Fig. 1: floorplan with the power grid
Bar = 50 µm. Pins as bars on the die edge.
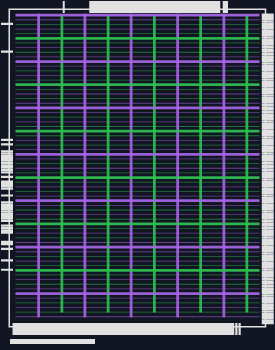
Fig. 2: cell classes on the final placement
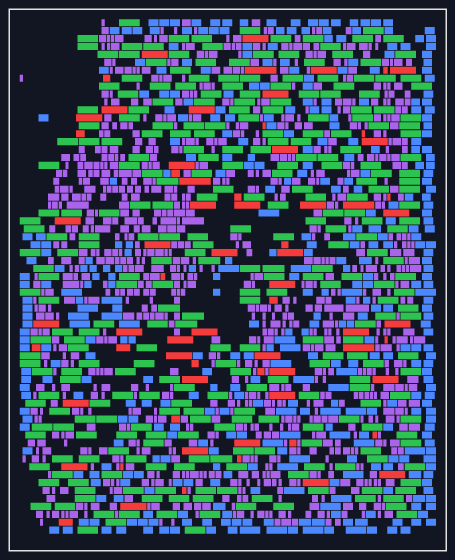
Fig. 3: routed clock nets over the placement
Bar = 50 µm.
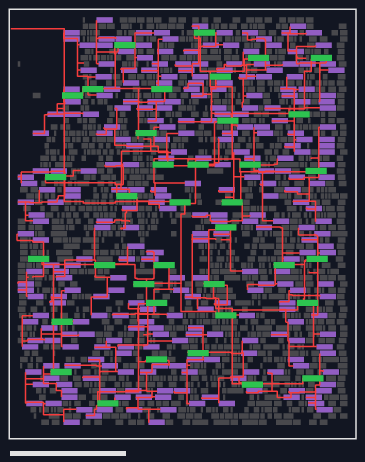
$ cat src/rtl/lsu_pkg.sv
// ============================================================================
// lsu_pkg -- shared definitions for the MEM-stage load/store unit.
//
// Holds the control-word bit positions decoded by the LSU, the access-size
// encodings, the two-state FSM enum and two small address helpers used by
// both the top level and the alignment sub-module.
// ============================================================================
package lsu_pkg;

    localparam int CW_W             = 35;
    localparam int CW_MEM_READ      = 0;
    localparam int CW_MEM_WRITE     = 1;
    localparam int CW_SIZE_LSB      = 2;
    localparam int CW_SIZE_MSB      = 3;
    localparam int CW_LOAD_UNSIGNED = 4;

    // Size field encodings; 2'b11 is treated as a word access.
    localparam logic [1:0] SIZE_BYTE = 2'b00;
    localparam logic [1:0] SIZE_HALF = 2'b01;
    localparam logic [1:0] SIZE_WORD = 2'b10;

    typedef enum logic {
        S_IDLE   = 1'b0,
        S_ACCESS = 1'b1
    } lsu_state_e;

    // Byte lane the access starts on, with the low address bits forced to the
    // natural alignment of the access size.
    function automatic logic [1:0] lane_offset(input logic [1:0] size,
                                               input logic [1:0] addr_lo);
        case (size)
            SIZE_BYTE: lane_offset = addr_lo;
            SIZE_HALF: lane_offset = {addr_lo[1], 1'b0};
            default:   lane_offset = 2'b00;
        endcase
    endfunction

    function automatic logic is_misaligned(input logic [1:0] size,
                                           input logic [1:0] addr_lo);
        case (size)
            SIZE_BYTE: is_misaligned = 1'b0;
            SIZE_HALF: is_misaligned = addr_lo[0];
            default:   is_misaligned = |addr_lo;
        endcase
    endfunction

endpackage

$ cat src/rtl/lsu_align.sv
// ============================================================================
// lsu_align -- combinational byte-lane steering for the LSU.
//
// Ports:
//   size_i          access size (byte/half/word)
//   offset_i        low two address bits of the access
//   load_unsigned_i zero-extend instead of sign-extend loads
//   store_data_i    store data (Rs2)
//   rdata_i         raw word returned by data memory
//   be_o            byte enables for the data bus
//   wdata_o         store data replicated across all byte lanes
//   load_data_o     loaded value shifted down and extended to 32 bits
// ============================================================================
module lsu_align
    import lsu_pkg::*;
(
    input  logic [1:0]  size_i,
    input  logic [1:0]  offset_i,
    input  logic        load_unsigned_i,
    input  logic [31:0] store_data_i,
    input  logic [31:0] rdata_i,
    output logic [3:0]  be_o,
    output logic [31:0] wdata_o,
    output logic [31:0] load_data_o
);

    logic [1:0]  off;
    logic [31:0] shifted;

    always_comb begin
        off         = lane_offset(size_i, offset_i);
        shifted     = rdata_i >> {off, 3'b000};
        be_o        = 4'b1111;
        wdata_o     = store_data_i;
        load_data_o = shifted;
        case (size_i)
            SIZE_BYTE: begin
                be_o        = 4'b0001 << off;
                wdata_o     = {4{store_data_i[7:0]}};
                load_data_o = load_unsigned_i ? {24'h0, shifted[7:0]}
                                              : 32'($signed(shifted[7:0]));
            end
            SIZE_HALF: begin
                be_o        = 4'b0011 << off;
                wdata_o     = {2{store_data_i[15:0]}};
                load_data_o = load_unsigned_i ? {16'h0, shifted[15:0]}
                                              : 32'($signed(shifted[15:0]));
            end
            default: ;
        endcase
    end

endmodule

$ cat src/rtl/mem_stage_lsu.sv
// ============================================================================
// mem_stage_lsu -- MEM pipeline stage with a ready/valid-style data bus.
//
// Non-memory ops pass straight through to MEM/WB with one cycle of latency.
// A memory op is captured, the pipeline is stalled, and the request is held
// on the bus until dmem_ready; the completed op (with its load data) is then
// written to the MEM/WB outputs. An optional timeout turns a hung access into
// a bus error.
//
// Parameters:
//   TIMEOUT_CYCLES  ACCESS cycles before a bus error (0 = never)
// Ports:
//   clk, rst                         clock, synchronous active-low reset
//   control_word_in, PC_in,
//   immediate_in, Rs2_in,
//   FU_result_in                     EXE/MEM register contents
//   stall_o                          hold EXE/MEM and upstream stages
//   dmem_req/we/addr/wdata/be        data-memory request
//   dmem_ready, dmem_rdata           data-memory response
//   control_word_out, PC_out,
//   FU_result_out, mem_data_out,
//   misalign_out, bus_err_out        registered MEM/WB outputs
// Configuration:
//   LSU_MISALIGN_TRAP_EN  misaligned half/word ops skip the bus and pass
//                         through with misalign_out=1; otherwise the low
//                         address bits are forced to alignment.
// ============================================================================
module mem_stage_lsu
    import lsu_pkg::*;
#(
    parameter int TIMEOUT_CYCLES = 16
) (
    input  logic             clk,
    input  logic             rst,
    input  logic [CW_W-1:0]  control_word_in,
    input  logic [31:0]      PC_in,
    input  logic [31:0]      immediate_in,
    input  logic [31:0]      Rs2_in,
    input  logic [31:0]      FU_result_in,
    output logic             stall_o,
    output logic             dmem_req,
    output logic             dmem_we,
    output logic [31:0]      dmem_addr,
    output logic [31:0]      dmem_wdata,
    output logic [3:0]       dmem_be,
    input  logic             dmem_ready,
    input  logic [31:0]      dmem_rdata,
    output logic [CW_W-1:0]  control_word_out,
    output logic [31:0]      PC_out,
    output logic [31:0]      FU_result_out,
    output logic [31:0]      mem_data_out,
    output logic             misalign_out,
    output logic             bus_err_out
);

    localparam logic [31:0] TMO_LAST = (TIMEOUT_CYCLES > 0) ? 32'(TIMEOUT_CYCLES - 1) : 32'd0;

    lsu_state_e      state_q, state_d;
    logic            req_q, req_d;
    logic [31:0]     cnt_q, cnt_d;
    logic [CW_W-1:0] cw_cap_q, cw_cap_d;
    logic [31:0]     pc_cap_q, pc_cap_d;
    logic [31:0]     addr_cap_q, addr_cap_d;
    logic [31:0]     rs2_cap_q, rs2_cap_d;

    logic [CW_W-1:0] cw_out_d;
    logic [31:0]     pc_out_d, fu_out_d, mdata_out_d;
    logic            mis_out_d, berr_out_d;

    logic            mem_op_in, misalign_in, start_access, timeout_hit, stall;
    logic            cap_is_load;
    logic [3:0]      be_a;
    logic [31:0]     wdata_a, load_a;

    // The immediate is carried by EXE/MEM but has no role in this stage.
    logic            unused_imm;
    assign unused_imm = ^immediate_in;

    assign mem_op_in = control_word_in[CW_MEM_READ] | control_word_in[CW_MEM_WRITE];

`ifdef LSU_MISALIGN_TRAP_EN
    assign misalign_in = mem_op_in &&
        is_misaligned(control_word_in[CW_SIZE_MSB:CW_SIZE_LSB], FU_result_in[1:0]);
`else
    assign misalign_in = 1'b0;
`endif

    assign start_access = (state_q == S_IDLE) && mem_op_in && !misalign_in;
    assign timeout_hit  = (TIMEOUT_CYCLES > 0) && (state_q == S_ACCESS) && (cnt_q == TMO_LAST);
    // A store wins when both read and write are set.
    assign cap_is_load  = cw_cap_q[CW_MEM_READ] & ~cw_cap_q[CW_MEM_WRITE];

    lsu_align u_align (
        .size_i          (cw_cap_q[CW_SIZE_MSB:CW_SIZE_LSB]),
        .offset_i        (addr_cap_q[1:0]),
        .load_unsigned_i (cw_cap_q[CW_LOAD_UNSIGNED]),
        .store_data_i    (rs2_cap_q),
        .rdata_i         (dmem_rdata),
        .be_o            (be_a),
        .wdata_o         (wdata_a),
        .load_data_o     (load_a)
    );

    // Bus fields come from the captured op, so they are stable for the whole
    // access; they are zeroed whenever no request is outstanding.
    assign dmem_req   = req_q;
    assign dmem_we    = req_q & cw_cap_q[CW_MEM_WRITE];
    assign dmem_addr  = req_q ? {addr_cap_q[31:2], 2'b00} : 32'h0;
    assign dmem_wdata = req_q ? wdata_a : 32'h0;
    assign dmem_be    = req_q ? be_a : 4'h0;
    assign stall_o    = rst & stall;

    always_comb begin
        state_d     = state_q;
        req_d       = req_q;
        cnt_d       = cnt_q;
        cw_cap_d    = cw_cap_q;
        pc_cap_d    = pc_cap_q;
        addr_cap_d  = addr_cap_q;
        rs2_cap_d   = rs2_cap_q;
        cw_out_d    = '0;
        pc_out_d    = '0;
        fu_out_d    = '0;
        mdata_out_d = '0;
        mis_out_d   = 1'b0;
        berr_out_d  = 1'b0;
        stall       = 1'b0;
        case (state_q)
            S_IDLE: begin
                if (start_access) begin
                    // Capture the op and send a bubble down to MEM/WB.
                    state_d    = S_ACCESS;
                    req_d      = 1'b1;
                    cnt_d      = '0;
                    cw_cap_d   = control_word_in;
                    pc_cap_d   = PC_in;
                    addr_cap_d = FU_result_in;
                    rs2_cap_d  = Rs2_in;
                    stall      = 1'b1;
                end else begin
                    cw_out_d  = control_word_in;
                    pc_out_d  = PC_in;
                    fu_out_d  = FU_result_in;
                    mis_out_d = misalign_in;
                end
            end
            S_ACCESS: begin
                if (dmem_ready || timeout_hit) begin
                    // Ready takes priority over a timeout in the same cycle.
                    state_d     = S_IDLE;
                    req_d       = 1'b0;
                    cw_out_d    = cw_cap_q;
                    pc_out_d    = pc_cap_q;
                    fu_out_d    = addr_cap_q;
                    mdata_out_d = (dmem_ready && cap_is_load) ? load_a : 32'h0;
                    berr_out_d  = !dmem_ready;
                end else begin
                    cnt_d = cnt_q + 32'd1;
                    stall = 1'b1;
                end
            end
            default: state_d = S_IDLE;
        endcase
    end

    always_ff @(posedge clk) begin
        if (!rst) begin
            state_q          <= S_IDLE;
            req_q            <= 1'b0;
            cnt_q            <= '0;
            cw_cap_q         <= '0;
            pc_cap_q         <= '0;
            addr_cap_q       <= '0;
            rs2_cap_q        <= '0;
            control_word_out <= '0;
            PC_out           <= '0;
            FU_result_out    <= '0;
            mem_data_out     <= '0;
            misalign_out     <= 1'b0;
            bus_err_out      <= 1'b0;
        end else begin
            state_q          <= state_d;
            req_q            <= req_d;
            cnt_q            <= cnt_d;
            cw_cap_q         <= cw_cap_d;
            pc_cap_q         <= pc_cap_d;
            addr_cap_q       <= addr_cap_d;
            rs2_cap_q        <= rs2_cap_d;
            control_word_out <= cw_out_d;
            PC_out           <= pc_out_d;
            FU_result_out    <= fu_out_d;
            mem_data_out     <= mdata_out_d;
            misalign_out     <= mis_out_d;
            bus_err_out      <= berr_out_d;
        end
    end

endmodule

$ cat config.mk
export PLATFORM = sky130hd
export DESIGN_NAME = mem_stage_lsu
export DESIGN_NICKNAME = d
export VERILOG_FILES = /design/src/rtl/lsu_pkg.sv /design/src/rtl/lsu_align.sv /design/src/rtl/mem_stage_lsu.sv
export SDC_FILE = /design/constraint.sdc
export NUM_CORES = 1
export LEC_CHECK = 0
export ABC_AREA = 0
export CORE_ASPECT_RATIO = 1.25
export CORE_MARGIN = 3
export CORE_UTILIZATION = 46
export CTS_CLUSTER_DIAMETER = 40
export DETAILED_ROUTE_END_ITERATION = 7
export GPL_ROUTABILITY_DRIVEN = 0
export PLACE_DENSITY_LB_ADDON = 0.3
export SYNTH_ARGS = -nofsm -noshare
export SYNTH_HDL_FRONTEND = slang
export SYNTH_SLANG_ARGS = --single-unit
$ cat constraint.sdc
create_clock -name clk -period 2.43 [get_ports clk]
set_input_delay 0.3645 -clock clk [delete_from_list [all_inputs] [get_ports clk]]
set_output_delay 0.3645 -clock clk [all_outputs]
set_load 0.05 [all_outputs]
==> flow_metrics.env <==
# flow metrics
export IMPL_status="complete, but fails checks"
export IMPL_violations="setup timing"
export IMPL_fillers=1923
export IMPL_p_clk_frac=0.430
export IMPL_r2r_start="cnt_q[9]"
export IMPL_rsz0062_at_grt="true"
export IMPL_routed_wl_um=37700
export IMPL_nNonClkInverters=11
export IMPL_setup_worst_path_start_class="flop"
export IMPL_grt_busiest_layer="met2"
export IMPL_met3_length_um=2830
export IMPL_buffers_excl_clock=406
export IMPL_seq_area_um2=5950
export IMPL_leakage_nw=6.91
export IMPL_combPwrFrac=0.161
export IMPL_cts_root_buffer_cell="clkbuf_16"
export IMPL_maxCapViolations=0
export IMPL_top_layer_used="met4"
export IMPL_io_pins=402
export IMPL_grt_use_met3=0.0605
export IMPL_p_sw_frac=0.270
export IMPL_die_area_um2=27700
export IMPL_met2RoutedLength_um=19200
export IMPL_simple_gate_share=0.197
export IMPL_synth_yosys_warnings=0
export IMPL_clock_sinks=297
export IMPL_grt_overflow_total=0
export IMPL_crit_type="flop to output pin"
export IMPL_antenna_left=0
export IMPL_flop_cell="dfxtp_1"
export IMPL_top_cell="nand2_1"
export IMPL_via_per_inst=5.35
export IMPL_fp_row_count=65
export IMPL_grt_pass1_wl_um=56500
export IMPL_n_tap_cell=335
export IMPL_muxShareOfSynthArea=0.0314
export IMPL_clockBufferDepth=3
export IMPL_syn_cell_area_um2=11800
export IMPL_layout_drive_gt1_share=0.110
export IMPL_lay_top_count="nand2_1"
export IMPL_n_clock_buffer=46
export IMPL_vias=10800
export IMPL_endpoint="stall_o"
export IMPL_synth_cells_yosys=1310
export IMPL_antennaDiodeCount=4
export IMPL_fmax_ghz=0.401
export IMPL_drt_initial_drc_count=686
export IMPL_fin_crit_ns=2.49
export IMPL_ys_seq_frac=0.503
export IMPL_min_period_over_period=1.03
export IMPL_edf_count=0
export IMPL_grt_pass1_vias=9929
export IMPL_die_h_um=185
export IMPL_grt_antenna_before_repair=4
export IMPL_tightest_slew_ns=0.653
export IMPL_xor_area_frac=0.00222
export IMPL_clkCellAreaFrac=0.0719
export IMPL_hold_viol=0
export IMPL_seq_area_frac=0.341
export IMPL_ctsResizeCount=35
export IMPL_cp_startpoint="cnt_q[9]"
export IMPL_buffer_area_frac=0.247
export IMPL_yosys_area_um2=11800
export IMPL_whs_ns=0.219
export IMPL_min_to="cw_cap_q[27]"
export IMPL_firstDrtPassIters=7
export IMPL_synthTopCellsByArea="dfxtp_1 50%, nand2_1 11%, a21boi_0 8.9%"
export IMPL_postCtsSetupBuffers=0
export IMPL_top_power_group="the clock network"
export IMPL_fp_dieW_um=149
export IMPL_crit_path_end_kind="output pin"
export IMPL_top_cells_by_count="344 x nand2_1, 297 x dfxtp_1, 140 x a21boi_0, 99 x a22o_1, 79 x clkbuf_1"
export IMPL_setup_violations=1
export IMPL_largest_area_cell="dfxtp_1"
export IMPL_core_um2=25300
export IMPL_holdPathStages=2
export IMPL_grt_util_met2=0.453
export IMPL_relSlewSlack=0.565
export IMPL_logic_family="AND-OR/OR-AND gates"
export IMPL_clock_power_w=0.00554
export IMPL_postSynthCellCount=1310
export IMPL_initial_utilization=0.467
export IMPL_r2r_slack_ns=0.15
export IMPL_grt_start_max_net_pins=72
export IMPL_final_cell_mix="344 x nand2_1, 298 x clkdlybuf4s50_1, 290 x dfxtp_1"
export IMPL_cts_tree="done"
export IMPL_synthAdderAreaFrac=0.00106
export IMPL_fin_nets=1848
export IMPL_worstPathArrival_ns=2.13
export IMPL_logic_area_um2=5480
export IMPL_finalWorstSetupSlack_ns=-0.0642
export IMPL_peakVddDrop_uv=664
export IMPL_dominant_cells="flip-flops and latches"
export IMPL_reg2reg_depth=8
export IMPL_hold_start="rst"
export IMPL_dp_hpwl_um=26000
export IMPL_grtUsageTotal=0.256
export IMPL_intPower_w=0.00942
export IMPL_routedWlPerCell_um=18.7
export IMPL_path_max_fanout=3
export IMPL_drv_slew=0
export IMPL_worstReg2RegEnd="PC_out[16]"
export IMPL_avgSynthCellArea_um2=9.02
Back to the opening pictures, Fig. 1:
Green marks VDD. Purple marks VSS.
The core has 65 rows. 13 straps on met5. 402 signal pins sit on the boundary. 10 straps on met4.

Back to the opening pictures, Fig. 2:
Green marks flip-flops, cells 297, share of their area 35%. Purple marks all other logic, cells 907, share of their area 32%. Blue marks other buffers and delay cells, cells 406, share of their area 25%. Red marks clock drivers and dummy loads, cells 66, share of their area 7.4%.

Back to the opening pictures, Fig. 3:
Purple marks flip-flops, count 297. Red marks clock wires, length 3600 µm. Green marks cells driving clock nets, count 37.
There are 38 routed clock nets. Position of the flops: all over the die.
Clock Skew: 0.0182 ns
Clock Latency Late Sink: 0.51 ns

==> worst max-delay path: stages, from the launching register on <==
cell and delay, ns:
dfxtp_1 0.33, nor4_2 0.35, nand4_1 0.19, o31a_1 0.35, o21ai_2 0.14, a21oi_1 0.08
buf_12 0.17
==> stage by stage <==
stage                      util  worst slack, ns  area, µm²  setup TNS [ns]  std cells
after detailed placement  0.638            0.242      16100               0       1944
after global placement    0.638            0.264      16100               0       1944
after CTS                 0.688          -0.0813      17400         -0.0813       2010
after floorplan               -           -0.225      11800          -0.225       1312
after global routing      0.691           -0.148      17500          -0.149       2015
final                     0.691          -0.0642      17500         -0.0642       2015
